Fig. 1: run 1, register map, names as in the netlist
Bar = 20 um. Other sequential cells in the stronger gray, the rest of the logic in the fainter gray.
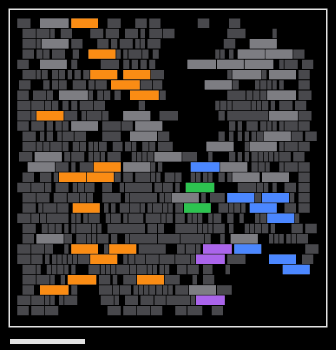
Fig. 2: run 1, drive-strength map
Bar = 20 um.
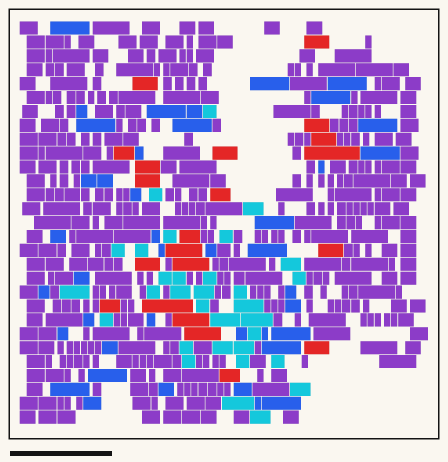
Fig. 3: run 1, clock network drawn from the DEF
Bar = 20 um.
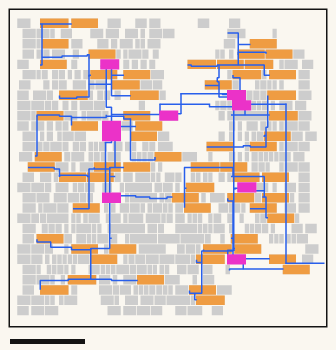
===== config.mk =====
export PLATFORM = sky130hd
export DESIGN_NAME = bf_mem_arbiter_flat
export DESIGN_NICKNAME = d
export VERILOG_FILES = /design/src/rtl/bf_mem_arbiter_if.sv /design/src/rtl/bf_mem_arbiter.sv /design/src/flat_wrapper.sv
export SDC_FILE = /design/constraint.sdc
export NUM_CORES = 1
export LEC_CHECK = 0
export ABC_AREA = 1
export CORE_MARGIN = 1.5
export CORE_UTILIZATION = 40
export DETAILED_ROUTE_END_ITERATION = 12
export GPL_TIMING_DRIVEN = 1
export PLACE_DENSITY = 0.86
export SLEW_MARGIN = 15
export SYNTH_ARGS = -nofsm -noshare
export SYNTH_HDL_FRONTEND = slang
export SYNTH_SLANG_ARGS = --single-unit
export TNS_END_PERCENT = 20

===== constraint.sdc =====
create_clock -name clk -period 1.4 [get_ports clk]
set_input_delay 0.28 -clock clk [delete_from_list [all_inputs] [get_ports clk]]
set_output_delay 0.28 -clock clk [all_outputs]
set_load 0.005 [all_outputs]

===== src/rtl/bf_mem_arbiter_if.sv =====
// Bus bundle between the CPU instruction/data ports, the program loader
// and the single-port byte RAM. The arbiter takes the slave view.
interface bf_mem_arbiter_if #(
  parameter int MEM_ADDR_W = 17,
  parameter int I_ADDR_W   = 16,
  parameter int D_ADDR_W   = 8
);
  logic                  i_req;
  logic [I_ADDR_W-1:0]   i_addr;
  logic                  i_ack;
  logic [7:0]            i_rdata;

  logic                  d_req;
  logic                  d_dir;
  logic [D_ADDR_W-1:0]   d_addr;
  logic [7:0]            d_wdata;
  logic                  d_ack;
  logic [7:0]            d_rdata;

  logic                  ld_req;
  logic                  ld_we;
  logic [MEM_ADDR_W-1:0] ld_addr;
  logic [7:0]            ld_wdata;
  logic                  ld_ack;
  logic [7:0]            ld_rdata;

  logic                  mem_en;
  logic                  mem_we;
  logic [MEM_ADDR_W-1:0] mem_addr;
  logic [7:0]            mem_wdata;
  logic [7:0]            mem_rdata;

  modport slave (
    input  i_req, i_addr, d_req, d_dir, d_addr, d_wdata,
           ld_req, ld_we, ld_addr, ld_wdata, mem_rdata,
    output i_ack, i_rdata, d_ack, d_rdata, ld_ack, ld_rdata,
           mem_en, mem_we, mem_addr, mem_wdata
  );

  modport master (
    output i_req, i_addr, d_req, d_dir, d_addr, d_wdata,
           ld_req, ld_we, ld_addr, ld_wdata, mem_rdata,
    input  i_ack, i_rdata, d_ack, d_rdata, ld_ack, ld_rdata,
           mem_en, mem_we, mem_addr, mem_wdata
  );
endinterface


===== src/rtl/bf_mem_arbiter.sv =====
// Three-way arbiter in front of one synchronous byte RAM. The loader always
// wins; instruction and data ports alternate round-robin. Each access takes
// three cycles: grant/issue, RAM sample, response.
module bf_mem_arbiter #(
  parameter int                    MEM_ADDR_W = 17,
  parameter int                    I_ADDR_W   = 16,
  parameter int                    D_ADDR_W   = 8,
  parameter logic [MEM_ADDR_W-1:0] D_BASE     = 17'h10000
) (
  input logic clk,
  input logic rst,
  bf_mem_arbiter_if.slave bus
);

  typedef enum logic [1:0] {IDLE, ACCESS, RESP} state_t;
  typedef enum logic [1:0] {GNT_I, GNT_D, GNT_LD} gnt_t;

  state_t state, state_nxt;
  gnt_t   gnt, gnt_nxt;

  logic [2:0]            done;
  logic [2:0]            eligible;
  logic                  rr;
  logic                  gnt_we;
  logic                  grant_valid;
  logic                  sel_we;
  logic [MEM_ADDR_W-1:0] sel_addr;
  logic [7:0]            sel_wdata;
  logic [MEM_ADDR_W-1:0] i_addr_ext;
  logic [MEM_ADDR_W-1:0] d_addr_ext;

  // Map both CPU spaces into the unified RAM; the data region wraps at the top.
  assign i_addr_ext = {{(MEM_ADDR_W-I_ADDR_W){1'b0}}, bus.i_addr};
  assign d_addr_ext = D_BASE + {{(MEM_ADDR_W-D_ADDR_W){1'b0}}, bus.d_addr};

  // A port already served keeps its req high until it sees the ack; done masks it.
  assign eligible = {bus.ld_req & ~done[2], bus.d_req & ~done[1], bus.i_req & ~done[0]};

  // State and grant registers.
  always_ff @(posedge clk) begin
    if (rst) begin
      state <= IDLE;
      gnt   <= GNT_I;
    end else begin
      state <= state_nxt;
      gnt   <= gnt_nxt;
    end
  end

  // Next state, grant choice and the selected request's address/data.
  always_comb begin
    state_nxt   = state;
    gnt_nxt     = gnt;
    grant_valid = 1'b0;
    sel_we      = 1'b0;
    sel_addr    = '0;
    sel_wdata   = '0;
    case (state)
      IDLE: begin
        if (eligible[2]) begin
          gnt_nxt     = GNT_LD;
          grant_valid = 1'b1;
        end else if (eligible[0] && eligible[1]) begin
          gnt_nxt     = rr ? GNT_D : GNT_I;
          grant_valid = 1'b1;
        end else if (eligible[0]) begin
          gnt_nxt     = GNT_I;
          grant_valid = 1'b1;
        end else if (eligible[1]) begin
          gnt_nxt     = GNT_D;
          grant_valid = 1'b1;
        end
        if (grant_valid) begin
          state_nxt = ACCESS;
          case (gnt_nxt)
            GNT_I: begin
              sel_addr = i_addr_ext;
            end
            GNT_D: begin
              sel_addr  = d_addr_ext;
              sel_we    = bus.d_dir;
              sel_wdata = bus.d_wdata;
            end
            default: begin
              sel_addr  = bus.ld_addr;
              sel_we    = bus.ld_we;
              sel_wdata = bus.ld_wdata;
            end
          endcase
        end
      end
      ACCESS:  state_nxt = RESP;
      RESP:    state_nxt = IDLE;
      default: state_nxt = IDLE;
    endcase
  end

  // RAM strobes, acks, read data capture, done flags and round-robin pointer.
  always_ff @(posedge clk) begin
    if (rst) begin
      bus.mem_en    <= 1'b0;
      bus.mem_we    <= 1'b0;
      bus.mem_addr  <= '0;
      bus.mem_wdata <= '0;
      bus.i_ack     <= 1'b0;
      bus.d_ack     <= 1'b0;
      bus.ld_ack    <= 1'b0;
      bus.i_rdata   <= '0;
      bus.d_rdata   <= '0;
      bus.ld_rdata  <= '0;
      done          <= '0;
      rr            <= 1'b0;
      gnt_we        <= 1'b0;
    end else begin
      bus.i_ack  <= 1'b0;
      bus.d_ack  <= 1'b0;
      bus.ld_ack <= 1'b0;
      if (!bus.i_req)  done[0] <= 1'b0;
      if (!bus.d_req)  done[1] <= 1'b0;
      if (!bus.ld_req) done[2] <= 1'b0;
      case (state)
        IDLE: begin
          if (grant_valid) begin
            bus.mem_en    <= 1'b1;
            bus.mem_we    <= sel_we;
            bus.mem_addr  <= sel_addr;
            bus.mem_wdata <= sel_wdata;
            gnt_we        <= sel_we;
            if (gnt_nxt != GNT_LD) rr <= (gnt_nxt == GNT_I);
          end
        end
        ACCESS: begin
          bus.mem_en <= 1'b0;
          bus.mem_we <= 1'b0;
        end
        RESP: begin
          case (gnt)
            GNT_I: begin
              bus.i_rdata <= bus.mem_rdata;
              bus.i_ack   <= 1'b1;
              done[0]     <= 1'b1;
            end
            GNT_D: begin
              if (!gnt_we) bus.d_rdata <= bus.mem_rdata;
              bus.d_ack <= 1'b1;
              done[1]   <= 1'b1;
            end
            default: begin
              if (!gnt_we) bus.ld_rdata <= bus.mem_rdata;
              bus.ld_ack <= 1'b1;
              done[2]    <= 1'b1;
            end
          endcase
        end
        default: ;
      endcase
    end
  end

endmodule


===== src/flat_wrapper.sv =====
// flat-port wrapper written by rule: the top's interface ports become plain ports
module bf_mem_arbiter_flat 
#(
  parameter int                    MEM_ADDR_W = 17,
  parameter int                    I_ADDR_W   = 16,
  parameter int                    D_ADDR_W   = 8,
  parameter logic [MEM_ADDR_W-1:0] D_BASE     = 17'h10000
)
  (clk, rst, bus_i_req, bus_i_addr, bus_d_req, bus_d_dir, bus_d_addr, bus_d_wdata, bus_ld_req, bus_ld_we, bus_ld_addr, bus_ld_wdata, bus_mem_rdata, bus_i_ack, bus_i_rdata, bus_d_ack, bus_d_rdata, bus_ld_ack, bus_ld_rdata, bus_mem_en, bus_mem_we, bus_mem_addr, bus_mem_wdata);
  bf_mem_arbiter_if #(.MEM_ADDR_W(MEM_ADDR_W), .I_ADDR_W(I_ADDR_W), .D_ADDR_W(D_ADDR_W)) bus_i ();
  input logic clk;
  input logic rst;
  input wire logic [$bits(bus_i.i_req)-1:0] bus_i_req;
  input wire logic [$bits(bus_i.i_addr)-1:0] bus_i_addr;
  input wire logic [$bits(bus_i.d_req)-1:0] bus_d_req;
  input wire logic [$bits(bus_i.d_dir)-1:0] bus_d_dir;
  input wire logic [$bits(bus_i.d_addr)-1:0] bus_d_addr;
  input wire logic [$bits(bus_i.d_wdata)-1:0] bus_d_wdata;
  input wire logic [$bits(bus_i.ld_req)-1:0] bus_ld_req;
  input wire logic [$bits(bus_i.ld_we)-1:0] bus_ld_we;
  input wire logic [$bits(bus_i.ld_addr)-1:0] bus_ld_addr;
  input wire logic [$bits(bus_i.ld_wdata)-1:0] bus_ld_wdata;
  input wire logic [$bits(bus_i.mem_rdata)-1:0] bus_mem_rdata;
  output wire logic [$bits(bus_i.i_ack)-1:0] bus_i_ack;
  output wire logic [$bits(bus_i.i_rdata)-1:0] bus_i_rdata;
  output wire logic [$bits(bus_i.d_ack)-1:0] bus_d_ack;
  output wire logic [$bits(bus_i.d_rdata)-1:0] bus_d_rdata;
  output wire logic [$bits(bus_i.ld_ack)-1:0] bus_ld_ack;
  output wire logic [$bits(bus_i.ld_rdata)-1:0] bus_ld_rdata;
  output wire logic [$bits(bus_i.mem_en)-1:0] bus_mem_en;
  output wire logic [$bits(bus_i.mem_we)-1:0] bus_mem_we;
  output wire logic [$bits(bus_i.mem_addr)-1:0] bus_mem_addr;
  output wire logic [$bits(bus_i.mem_wdata)-1:0] bus_mem_wdata;
  assign bus_i.i_req = bus_i_req;
  assign bus_i.i_addr = bus_i_addr;
  assign bus_i.d_req = bus_d_req;
  assign bus_i.d_dir = bus_d_dir;
  assign bus_i.d_addr = bus_d_addr;
  assign bus_i.d_wdata = bus_d_wdata;
  assign bus_i.ld_req = bus_ld_req;
  assign bus_i.ld_we = bus_ld_we;
  assign bus_i.ld_addr = bus_ld_addr;
  assign bus_i.ld_wdata = bus_ld_wdata;
  assign bus_i.mem_rdata = bus_mem_rdata;
  assign bus_i_ack = bus_i.i_ack;
  assign bus_i_rdata = bus_i.i_rdata;
  assign bus_d_ack = bus_i.d_ack;
  assign bus_d_rdata = bus_i.d_rdata;
  assign bus_ld_ack = bus_i.ld_ack;
  assign bus_ld_rdata = bus_i.ld_rdata;
  assign bus_mem_en = bus_i.mem_en;
  assign bus_mem_we = bus_i.mem_we;
  assign bus_mem_addr = bus_i.mem_addr;
  assign bus_mem_wdata = bus_i.mem_wdata;
  bf_mem_arbiter #(.MEM_ADDR_W(MEM_ADDR_W), .I_ADDR_W(I_ADDR_W), .D_ADDR_W(D_ADDR_W), .D_BASE(D_BASE)) u_core (.clk(clk), .rst(rst), .bus(bus_i));
endmodule

==> CHANGELOG.md, run 1 <==
### Metrics

- Status: finished with violations
- Failing checks: negative setup slack
- Reg power frac: 0.433
- Nets@finish: 577
- YS chip area: 2610 um2
- Simple Share, Synth: 0.250
- Synthesized instance count: 357
- Initial antenna violation count: 0
- DRT iter0 DRCs: 111
- DP HPWL: 5.98 mm
- HP Start: bus_ld_req
- Drc violations: 0
- Combinational power: 0.00113 W
- Mux area share: 0
- Post-Syn Nets: 429
- Hold buffer count at cts: 0
- Adder share: 0
- N_diodes: 0
- Hold crit path type: input port to flip-flop
- Buffers on Ports: 125
- CTS tree: yes
- Layout Skew: 0.00448 ns
- Net Sw Frac: 0.275
- Setup violations, final: 2
- Fmax: 0.696 GHz
- Most frequent cell on the critical path: nand2_4
- Largest net degree at the start of global routing: 25
- CORE AREA: 6310 um2
- WP data arrival: 1.67 ns
- CP top delay family: buffers and inverters
- Crit end category: flip-flop
- Yosys reg bits: 63
- I/O Pins: 126
- Clk pwr share: 0.326
- Init Core Util: 0.413
- P_int: 0.00340 W
- Drt pass-1 iters: 4
- Seq share, synth: 0.483
- Reg2reg start: u_core.done[0]
- Buffers & Inverters on Critical Path: 4
- Final core utilization: 0.699
- Overflow after GRT: 0
- Crit-path cells: inv_2, nand2_4, buf_4, nand3_4, nand2_4, buf_6, a21oi_1, nand3_1, nand2_1, inv_1
- Total GRT Usage: 0.238
- Fillers: 502
- P_sw: 0.00129 W
- Flip-flops with a built-in enable: 0
- Total tool warning count: 28
- Mapped Area: 2610 um2
- Die Y-Extent: 83.8 um
- RSZ-0062 raised after global routing: true
- Ys cells: 357
- Chip area: 7020 um2
- Worst-path clk slew: 0.07 ns
- Logic pwr share: 0.242
- Commonest register cell after synthesis: dfxtp_1
- Ratio of cells with drive above 1 in the final layout: 0.184
- Worst EP required: 1.63 ns
- Period Utilization, post-route: 1.03
- XOR/XNOR Area Share: 0
- Post-synth cell types: 22
- Final GP Congestion: 0.827
- Total CTS buffers: 9
- Worst slew pin tran: 0.270 ns
- Crit-path max cell delay: 0.32 ns
- Setup total negative slack: -0.0395 ns
- Top pwr grp: registers
- # clock sinks: 63
- Startpoint types: flip-flop
- Post-route ant nets: 0
- VDD IR max: 0.703 mV
- Std-Cell Rows: 29
- Htree depth: 3
- Setup CP Type: flip-flop to flip-flop
- Max cap viols: 0
- Ys async rst share: 0
- First-pass GRT wire length: 13.3 mm
- Wirelength, routed: 8.63 mm
- Avg WL per Cell: 14.7 um
- Min cycle time layout: 1.44 ns
- Top cells by area: dfxtp_1, nor2_1, nand2_1, a21oi_1, o21ai_0
- Ys Warns: 0
- Vias in the first global route: 2923
- Crit-path slowest cell: dfxtp_2
- Final Hold Fails: 0
- Synth top area share: 0.483
- Main logic family: simple AND/OR/NAND/NOR gates
- Critical Path Start: u_core.done[0]
- Critical path peak fanout: 6
- Max Root-Sink Buffers: 2
- Dpl ws: -0.455 ns
- Pwr Density: 1060 nW/um2
- Setup ws final: -0.0358 ns
- Root buf cell: clkbuf_8
- Die X-Extent: 83.8 um
- Clock network power: 0.00153 W
- Vias per inst: 5.05
- Slew headroom: 0.820
- Seq. pwr: 0.00203 W
- Ao+oa area frac: 0.183
- Worst-skew pair later-pin latency: 0.33 ns
- Max Slew Vio Count: 0
- Vias: 2963
- Pleak: 2.05 nW
- Mapped Avg Cell Area: 7.31 um2
- Cell taking the most area after synthesis: dfxtp_1
About Fig. 1:
- blue: u_core.bus.i_rdata (sequential cells 8)
- green: u_core.gnt (sequential cells 2)
- orange: u_core.bus.mem_addr (sequential cells 17)
- purple: u_core.done (sequential cells 3)
- not colored: 33

About Fig. 2:
- purple: drive 1 or less (cells 416; share 82%; most used clkdlybuf4s50_1)
- blue: drive 2 (cells 41; share 8.0%; most used dfxtp_2)
- cyan: drive 3 to 4 (cells 32; share 6.3%; most used buf_4)
- red: drive 6 and up (cells 21; share 4.1%; most used clkbuf_8)
Non-clock buffers: 154
setup ws final: -0.0358 ns
P&R area growth vs syn: 69.1%
Final Instance Area: 4410 um2

About Fig. 3:
- blue: clock wires (length 768 um)
- orange: flip-flops (count 63)
- magenta: cells driving clock nets (count 9)
- flops lie: spread over the die

[run 1: metrics by stage]
step / area (um2) / instances / power (W) / hold slack [ns]
4_1_cts: 4340 / 589 / 0.00464 / 0.357
5_1_grt: 4410 / 587 / 0.00492 / 0.438
2_1_floorplan: 2610 / 357 / 0.00251 / 0.364
6_report: 4410 / 587 / 0.00469 / 0.421
3_5_place_dp: 4070 / 565 / 0.00315 / 0.467
3_3_place_gp: 4070 / 565 / 0.00313 / 0.459
[run 1: layer usage]
layer  wire, um  vias to the layer above  track usage
met4        149                        0       0.0909
met2       4420                      143        0.438
li1           -                     1445            -
met1       3240                     1362        0.250
met3        820                       13       0.0752
met5          0                        -            0
[run 1: cell families after synthesis]
logic type,count (synthesis)
buffers and inverters,45
AND-OR/OR-AND,91
flip-flops,63
AND/OR/NAND/NOR,158
[run 1: registers in the layout, summed over array words and instances, names as in the netlist, 2 cells and up]
signal	flops
u_core.bus.mem_addr	17
u_core.bus.d_rdata	8
u_core.bus.i_rdata	8
u_core.bus.ld_rdata	8
u_core.bus.mem_wdata	8
u_core.done	3
u_core.gnt	2
u_core.state	2
[run 1: cells in the final DEF, fill, tap and decap left out, drive strengths merged]
cell / count
nand2: 71
and2: 1
o211ai: 1
inv: 28
bufinv: 1
nand3: 13
nor2: 72
dfxtp: 63
a31o: 1
nor3: 1
clkinv: 3
o21ai: 42
clkbuf: 12
buf: 29
o32ai: 1
clkdlybuf4s50: 68
a21oi: 46
dlygate4sd2: 57
[run 1: cells in the mapped netlist, types with 2 or more instances]
| master | count |
|---|---|
| dfxtp_1 | 63 |
| buf_4 | 2 |
| nand2_2 | 4 |
| nand2_1 | 67 |
| nor2_1 | 69 |
| o21ai_0 | 41 |
| nor2_2 | 2 |
| buf_6 | 5 |
| nand3_1 | 12 |
| buf_2 | 5 |
| inv_1 | 28 |
| clkbuf_1 | 5 |
| a21oi_1 | 45 |
[run 1: worst register-to-register path: stages, from the launching register on]
cell	delay (ns)
dfxtp_2	0.32
inv_2	0.08
nand2_4	0.07
buf_4	0.15
nand3_4	0.08
nand2_4	0.09
buf_6	0.16
a21oi_1	0.16
nand3_1	0.12
nand2_1	0.07
inv_1	0.04
[run 1: worst paths after layout]
check / end / slack (ns) / cells past startpoint
setup reg to reg: u_core.bus.mem_addr[5] / -0.04 / 10
setup / recovery: u_core.bus.mem_addr[5] / -0.04 / 10
hold reg to reg: u_core.bus.mem_en / 0.48 / 2
hold / removal: u_core.done[2] / 0.42 / 2
[run 1: final cells by class]
| cell class | instances | area, um2 | area share |
|---|---|---|---|
| Tap cell | 77 | 96.3 | 0.0218 |
| Clock inverter | 4 | 45.0 | 0.0102 |
| Multi-Input combinational cell | 249 | 1250 | 0.284 |
| Sequential cell | 63 | 1280 | 0.290 |
| Timing Repair Buffer | 154 | 1490 | 0.337 |
| Clock buffer | 12 | 145 | 0.0329 |
| Inverter | 28 | 105 | 0.0238 |
[run 1: what timing repair did]
item                       4_1_cts  5_1_grt
setup endpoints to repair       81       40
pin swaps                        6        7
cloned                           2        0
resized                         86       36
hold endpoints to repair         0        0
buffers inserted                 6        0
==> run 1 -> run 2 <==
==> constraint.sdc (replaced) <==
create_clock -name clk -period 1.4 [get_ports clk]
set_input_delay 0.28 -clock clk [delete_from_list [all_inputs] [get_ports clk]]
set_output_delay 0.28 -clock clk [all_outputs]
set_load 0.01 [all_outputs]
==> run 2 against run 1 <==
Against the previous run:
- the run now ends clean
- via count rose by 0.61%
- global-route usage decreased by 0.17 points
- count of clock-buffer cells in the layout did not move
- critical path depth unchanged
- wire length decreased by 0.61%
- synthesized area unchanged
- first-iteration DRC count down 8.1%
- clock skew rose by 0.0012 ns
- design area grew 0.60%
- clock power about the same
- largest cell class unchanged
==> CHANGELOG.md, run 2 <==
### Metrics

- Chip area: 7020 um2
- Setup total negative slack: 0 ns
- Post-synth cell types: 22
- Crit end category: flip-flop
- VDD IR max: 0.712 mV
- Reg2reg path depth: 10
- RSZ-0062 raised after global routing: true
- Die Y-Extent: 83.8 um
- Fillers: 494
- Ratio of cells with drive above 1 in the final layout: 0.173
- N_diodes: 0
- Seq share, synth: 0.483
- Setup violations, final: 0
- Pwr Density: 1070 nW/um2
- Final GP Congestion: 0.827
- Setup ws final: 0.0243 ns
- Max Root-Sink Buffers: 2
- Hold crit path type: input port to flip-flop
- Hold buffer count at cts: 0
- Worst-skew pair later-pin latency: 0.33 ns
- Startpoint types: flip-flop
- Ys cells: 357
- Dpl ws: -0.455 ns
- Yosys reg bits: 63
- Fmax: 0.727 GHz
- P&R area growth vs syn: 70.1%
- Die X-Extent: 83.8 um
- Top cells by area: dfxtp_1, nor2_1, nand2_1, a21oi_1, o21ai_0
- WHS Path Cells: 2
- Largest net degree at the start of global routing: 25
- DRT iter0 DRCs: 102
- Crit-path cells: inv_2, nand2_4, nand3_4, nand2_4, buf_6, buf_4, a21oi_2, nand3_2, nand2_1, inv_1
- Vias in the first global route: 2898
- YS chip area: 2610 um2
- Drt pass-1 iters: 6
- Setup CP Type: flip-flop to flip-flop
- Root buf cell: clkbuf_8
- Post-Syn Nets: 429
- WP data arrival: 1.61 ns
- Slew headroom: 0.812
- Synth top cells by count: nor2_1, nand2_1, dfxtp_1, a21oi_1, o21ai_0
- Htree depth: 3
- Max FFs per register: 17
- Initial antenna violation count: 0
- CP top delay family: buffers and inverters
- Wirelength, routed: 8.58 mm
- Critical path peak fanout: 6
- I/O Pins: 126
- Buffers & Inverters on Critical Path: 4
- Drc violations: 0
- Commonest register cell after synthesis: dfxtp_1
- First-pass GRT wire length: 13.2 mm
- Period Utilization, post-route: 0.983
- Crit-path max cell delay: 0.33 ns
- Synth top area share: 0.483
- Worst hold slack: 0.326 ns
- Vias: 2981
- Mapped Avg Cell Area: 7.31 um2
- Pleak: 2.08 nW
- Crit-path slowest cell: dfxtp_2
- Overflow after GRT: 0
- CORE AREA: 6310 um2
- Stages on worst setup path: 10
- Total tool warning count: 27
- Vias per inst: 5.08
- Worst slew pin tran: 0.281 ns
- Total GRT Usage: 0.236
- Synthesized instance count: 357
- Most frequent cell on the critical path: nand2_4
- Most numerous logic cells after layout: nor2_1, clkdlybuf4s50_1, dfxtp_1
- CTS tree: yes
- Ys Warns: 0
- Post-route ant nets: 0
- Final Hold Fails: 0
- Worst EP required: 1.64 ns
- Max cap viols: 0
- Cell taking the most area after synthesis: dfxtp_1
- Most flops, register: u_core.bus.mem_addr
- Buffers on Ports: 125
- Status: finished clean
- Std-Cell Rows: 29
- Flip-flops with a built-in enable: 0
- Worst-path clk slew: 0.07 ns
- Avg WL per Cell: 14.6 um
- Nets@finish: 577
- Init Core Util: 0.413
- Final core utilization: 0.703
- Mapped Area: 2610 um2
- DP HPWL: 5.98 mm
- Synth top cell by count: nor2_1
- Min cycle time layout: 1.38 ns
- Max Slew Vio Count: 0
- Ys async rst share: 0
==> run 2: netlist changes by cell type in the layout (fill, tap and decap cells not counted), moves of 2 or more <==
cell     before  now
dfxtp_2      16    4
nand3_2       2    6
nand2_1      60   57
dfxtp_1      47   59
nand3_1       9    6
o21ai_0      34   39
nand2_2       5    7
o21ai_1       8    3
==> run 2: power breakdown <==
group | internal [W] | switching (W) | total (W)
combinational | 0.000596 | 0.000594 | 0.00119
clock | 0.000863 | 0.000670 | 0.00153
sequential | 0.00194 | 0.0000852 | 0.00203
==> run 2: cell families (layout without fill, tap and decap cells) <==
logic type | after synthesis | in the layout | share of synthesized area
AND-OR/OR-AND | 91 | 91 | 0.183
buffers and inverters | 45 | 198 | 0.0844
flip-flops | 63 | 63 | 0.483
AND/OR/NAND/NOR | 158 | 158 | 0.250
==> run 2: what timing repair did <==
item | CTS | global route
pin swaps | 5 | 6
resized | 73 | 36
setup endpoints to repair | 81 | 39
buffers inserted | 4 | 0
cloned | 2 | 0
==> run 2: worst paths after layout <==
path                                        start  slack [ns]                     end
worst max register to register     u_core.done[0]        0.02  u_core.bus.mem_addr[0]
worst min register to register  u_core.bus.mem_en        0.48       u_core.bus.mem_en
worst min-delay path                   bus_ld_req        0.33          u_core.done[2]
worst max-delay path               u_core.done[0]        0.02  u_core.bus.mem_addr[0]
==> run 2: cell type report <==
cell class,instances,area (um2),area share
clock inverter,4,45.0,0.0101
tap,77,96.3,0.0217
timing repair buffer,154,1510,0.339
clock buffer,12,145,0.0327
sequential,63,1270,0.285
inverter,28,105,0.0237
multi-input combinational,249,1270,0.287
==> run 2: per-layer routing <==
metal | global-route usage | vias to the layer above | wire (um)
met5 | 0 | - | 0
met4 | 0.0924 | 0 | 145
met3 | 0.0752 | 15 | 758
met2 | 0.430 | 138 | 4380
met1 | 0.251 | 1386 | 3290
li1 | - | 1442 | -
==> run 2: through the flow <==
step,power (W),instances,cell area (um2)
5_1_grt,0.00497,587,4440
4_1_cts,0.00468,587,4310
3_3_place_gp,0.00318,565,4070
3_5_place_dp,0.00320,565,4070
2_1_floorplan,0.00255,357,2610
6_report,0.00475,587,4440
==> run 2: worst reg2reg max path: cells and delay by family, from the launching register on <==
kind	cells	cell delay [ns]
buffers and inverters	4	0.41
AND/OR/NAND/NOR	5	0.38
flip-flops	1	0.33
AND-OR/OR-AND	1	0.16
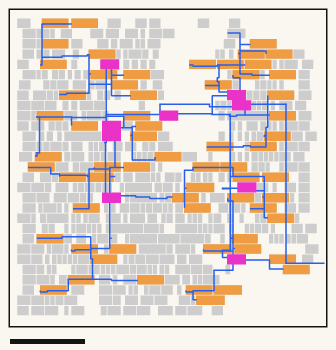
Fig. 4. Clock network drawn from the DEF (run 2).
Bar = 20 um.
- magenta: cells driving clock nets (count 9)
- blue: clock wires (length 766 um)
- orange: flip-flops (count 63)
- routed clock nets: 10
- flops lie: spread over the die

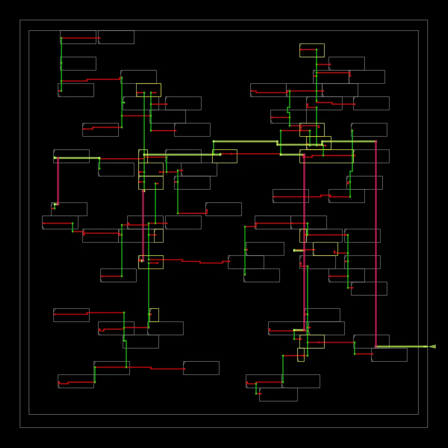
Fig. 5. Clock wiring as the flow saved it (run 2).
total CTS buffers: 9
Layout Skew: 0.00570 ns
# clock sinks: 63
Flop Count: 63

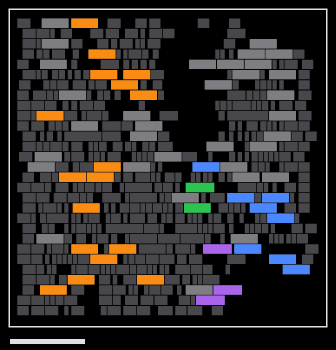
Fig. 6. Register map, names as in the netlist (run 2).
Bar = 20 um. Other sequential cells in the stronger gray, the rest of the logic in the fainter gray.
- green: u_core.gnt (sequential cells 2)
- purple: u_core.done (sequential cells 3)
- blue: u_core.bus.i_rdata (sequential cells 8)
- orange: u_core.bus.mem_addr (sequential cells 17)
- not colored: 33

==> run 2 -> run 3 <==
--- a/config.mk
+++ b/config.mk
@@ -6,11 +6,14 @@
 export NUM_CORES = 1
 export LEC_CHECK = 0
 export ABC_AREA = 1
+export CELL_PAD_IN_SITES_DETAIL_PLACEMENT = 0
+export CELL_PAD_IN_SITES_GLOBAL_PLACEMENT = 1
 export CORE_MARGIN = 1.5
-export CORE_UTILIZATION = 40
+export CORE_UTILIZATION = 28
 export DETAILED_ROUTE_END_ITERATION = 12
 export GPL_TIMING_DRIVEN = 1
-export PLACE_DENSITY = 0.86
+export PLACE_DENSITY = 0.88
+export SKIP_CTS_REPAIR_TIMING = 1
 export SLEW_MARGIN = 15
 export SYNTH_ARGS = -nofsm -noshare
 export SYNTH_HDL_FRONTEND = slang
==> run 3 against run 2 <==
Against the previous run:
- synthesized area did not move
- hold slack got worse by 0.075 ns
- design area up 3.3%
- via count shrank 5.5%
- fmax up 1.7%
- largest power group unchanged
==> CHANGELOG.md, run 3 <==
### Metrics

- Synth top area share: 0.483
- Total tool warning count: 27
- Max FFs per register: 17
- Overflow after GRT: 0
- Reg2reg start: u_core.done[0]
- Crit end category: flip-flop
- Mapped Area: 2610 um2
- Die X-Extent: 99.5 um
- Worst slew pin tran: 0.264 ns
- Synth top cell by count: nor2_1
- Busiest grt layer: met2
- Drc violations: 0
- Comb gate area: 1210 um2
- Total GRT Usage: 0.162
- Ys cells: 357
- Post-synth cell types: 22
- Worst hold slack: 0.251 ns
- Critical path peak fanout: 7
- Min cycle time layout: 1.35 ns
- Grt met1 use: 0.192
- Htree depth: 3
- Cell taking the most area after synthesis: dfxtp_1
- M3 GR Usage: 0.0618
- Hold EP: u_core.done[2]
- N_diodes: 0
- Synth top cells by count: nor2_1, nand2_1, dfxtp_1, a21oi_1, o21ai_0
- Worst R2R End: u_core.bus.mem_addr[8]
- Final GP Congestion: 0.789
- Synthesized instance count: 357
- Commonest register cell after synthesis: dfxtp_1
- Die Y-Extent: 99.5 um
- Ys Warns: 0
- Std-Cell Rows: 35
- WHS Path Cells: 2
- RSZ-0062 raised after global routing: true
- Buffers on Ports: 125
- First-pass GRT wire length: 12.7 mm
- Worst-path clk slew: 0.07 ns
- Most numerous logic cells after layout: nor2_1, clkdlybuf4s50_1, dfxtp_1
- Pleak: 2.71 nW
- Max Slew Vio Count: 0
- CTS tree: yes
- Fillers: 870
- Post-route ant nets: 0
- Seq share, synth: 0.483
- Max Root-Sink Buffers: 2
- Nets@finish: 573
- I/O Pins: 126
- Vias per inst: 4.56
- Slew headroom: 0.824
- R2R Setup Slk: 0.05 ns
- Post-Syn Nets: 429
- Reg2reg path depth: 8
- WP data arrival: 1.62 ns
- Setup violations, final: 0
- Hold crit path type: input port to flip-flop
- Initial antenna violation count: 0
- VDD IR max: 0.486 mV
- Pwr Density: 1050 nW/um2
- Avg WL per Cell: 13.8 um
- YS chip area: 2610 um2
- Top cells by area: dfxtp_1, nor2_1, nand2_1, a21oi_1, o21ai_0
- DRT iter0 DRCs: 80
- Yosys reg bits: 63
- Most flops, register: u_core.bus.mem_addr
- Chip area: 9910 um2
- Setup CP Type: flip-flop to flip-flop
- Grt met2 use: 0.277
- Flip-flops with a built-in enable: 0
- Vias in the first global route: 2728
- Vias: 2816
- Drt pass-1 iters: 4
- Final core utilization: 0.501
- DP HPWL: 6.16 mm
- Final Hold Fails: 0
- Period Utilization, post-route: 0.967
- CORE AREA: 9150 um2
- Status: finished clean
- Total CTS buffers: 9
- Reg area: 1260 um2
- Startpoint types: flip-flop
- Root buf cell: clkbuf_8
- Mapped Avg Cell Area: 7.31 um2
run 3: cell count changes in the layout (fill, tap and decap cells not counted), sizes merged:
cell / previous run / this run
clkinv: 3 / 1
dlymetal6s2s: 1 / 57
clkinvlp: 0 / 3
buf: 29 / 24
dlygate4sd2: 56 / 0
run 3: routing by layer:
metal | up-vias | part of all wire
li1 | 1431 | -
met1 | 1249 | 0.43
met5 | - | 0
met4 | 0 | 0.010
met3 | 8 | 0.088
met2 | 128 | 0.47
run 3: kinds of logic after synthesis:
| logic type | count (synthesis) | share of synthesized area |
|---|---|---|
| buffers and inverters | 45 | 0.0844 |
| flip-flops | 63 | 0.483 |
| AND/OR/NAND/NOR | 158 | 0.250 |
| AND-OR/OR-AND | 91 | 0.183 |
run 3: how the worst max path moves through the flow:
stage,cells after the start,start,slack [ns],to
6_report,8,u_core.done[0],0.05,u_core.bus.mem_addr[8]
2_1_floorplan,10,u_core.done[0],0.16,u_core.bus.mem_addr[5]
5_1_grt,10,u_core.done[0],-0.04,u_core.bus.mem_addr[3]
3_5_place_dp,9,bus_i_req,-0.38,u_core.bus.mem_addr[1]
4_1_cts,1,u_core.bus.mem_addr[9],-0.15,bus_mem_addr[9]
3_3_place_gp,11,bus_d_req,-0.36,u_core.bus.mem_addr[4]
run 3: worst max-delay path, stage by stage (launching register included):
cell and delay (ns):
dfxtp_2 0.33, inv_2 0.07, nand2_4 0.07, a21oi_4 0.21
nor2_4 0.07, nor2_4 0.19, clkbuf_16 0.18, nand2_1 0.06
a21oi_2 0.11
run 3: stage by stage:
step,worst slack (ns),std cells,power [W],cell area (um2),TNS [ns]
finish,0.0467,617,0.00479,4590,0
global route,-0.0435,617,0.00505,4590,-0.245
CTS,-0.147,615,0.00481,4310,-6.35
detailed placement,-0.382,599,0.00320,4110,-11.89
global placement,-0.361,599,0.00319,4110,-10.43
floorplan,0.158,357,0.00255,2610,0
run 3: report_power, final:
part	internal [W]	leakage [nW]	switching (W)
registers	0.00194	0.518	0.0000795
clock network	0.000868	0.0916	0.000722
logic	0.000630	2.11	0.000554
total	0.00344	2.71	0.00136
run 3: final cells by class:
type                       count  area share
timing repair buffer         150       0.363
inverter                      28      0.0229
sequential                    63       0.276
multi-input combinational    249       0.265
clock buffer                  11      0.0308
clock inverter                 5      0.0126
tap                          111      0.0303
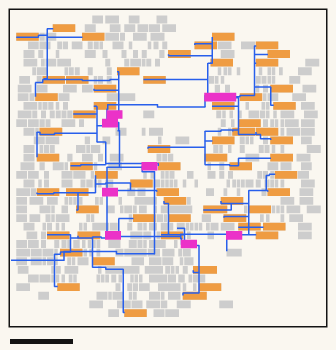
Fig. 7. Clock network drawn from the DEF (run 3).
Bar = 20 um.
- orange: flip-flops (count 63)
- blue: clock wires (length 900 um)
- magenta: cells driving clock nets (count 9)
- flops lie: spread over the die

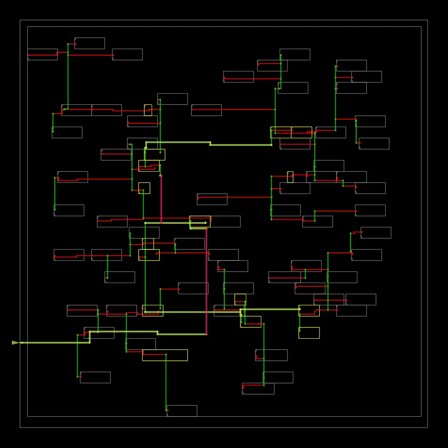
Fig. 8. Clock wiring as the flow saved it (run 3).
Layout Skew: 0.00844 ns
clock network power: 0.00159 W
CLK BUF: 11
worst-skew pair later-pin latency: 0.33 ns

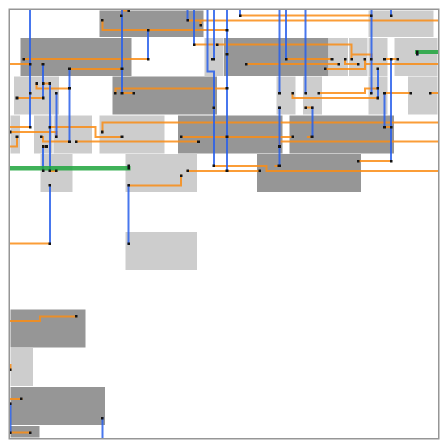
Fig. 9. A small window of the routed layout (run 3).
Window x 60 to 90, y 10 to 40 um. Cells in gray, sequential cells in the stronger gray; small squares are vias.
- orange: met1
- green: met3
- blue: met2
- netlist names of flops here include: u_core.bus.i_rdata (5), u_core.done (2)
- cells with their middle in the window: 26
- most frequent: nor2_1 (7), dfxtp_1 (7), dlymetal6s2s_1 (3)
- sequential cells in the window: 9

No activity file was given, so power comes from the tool's default toggle rates.
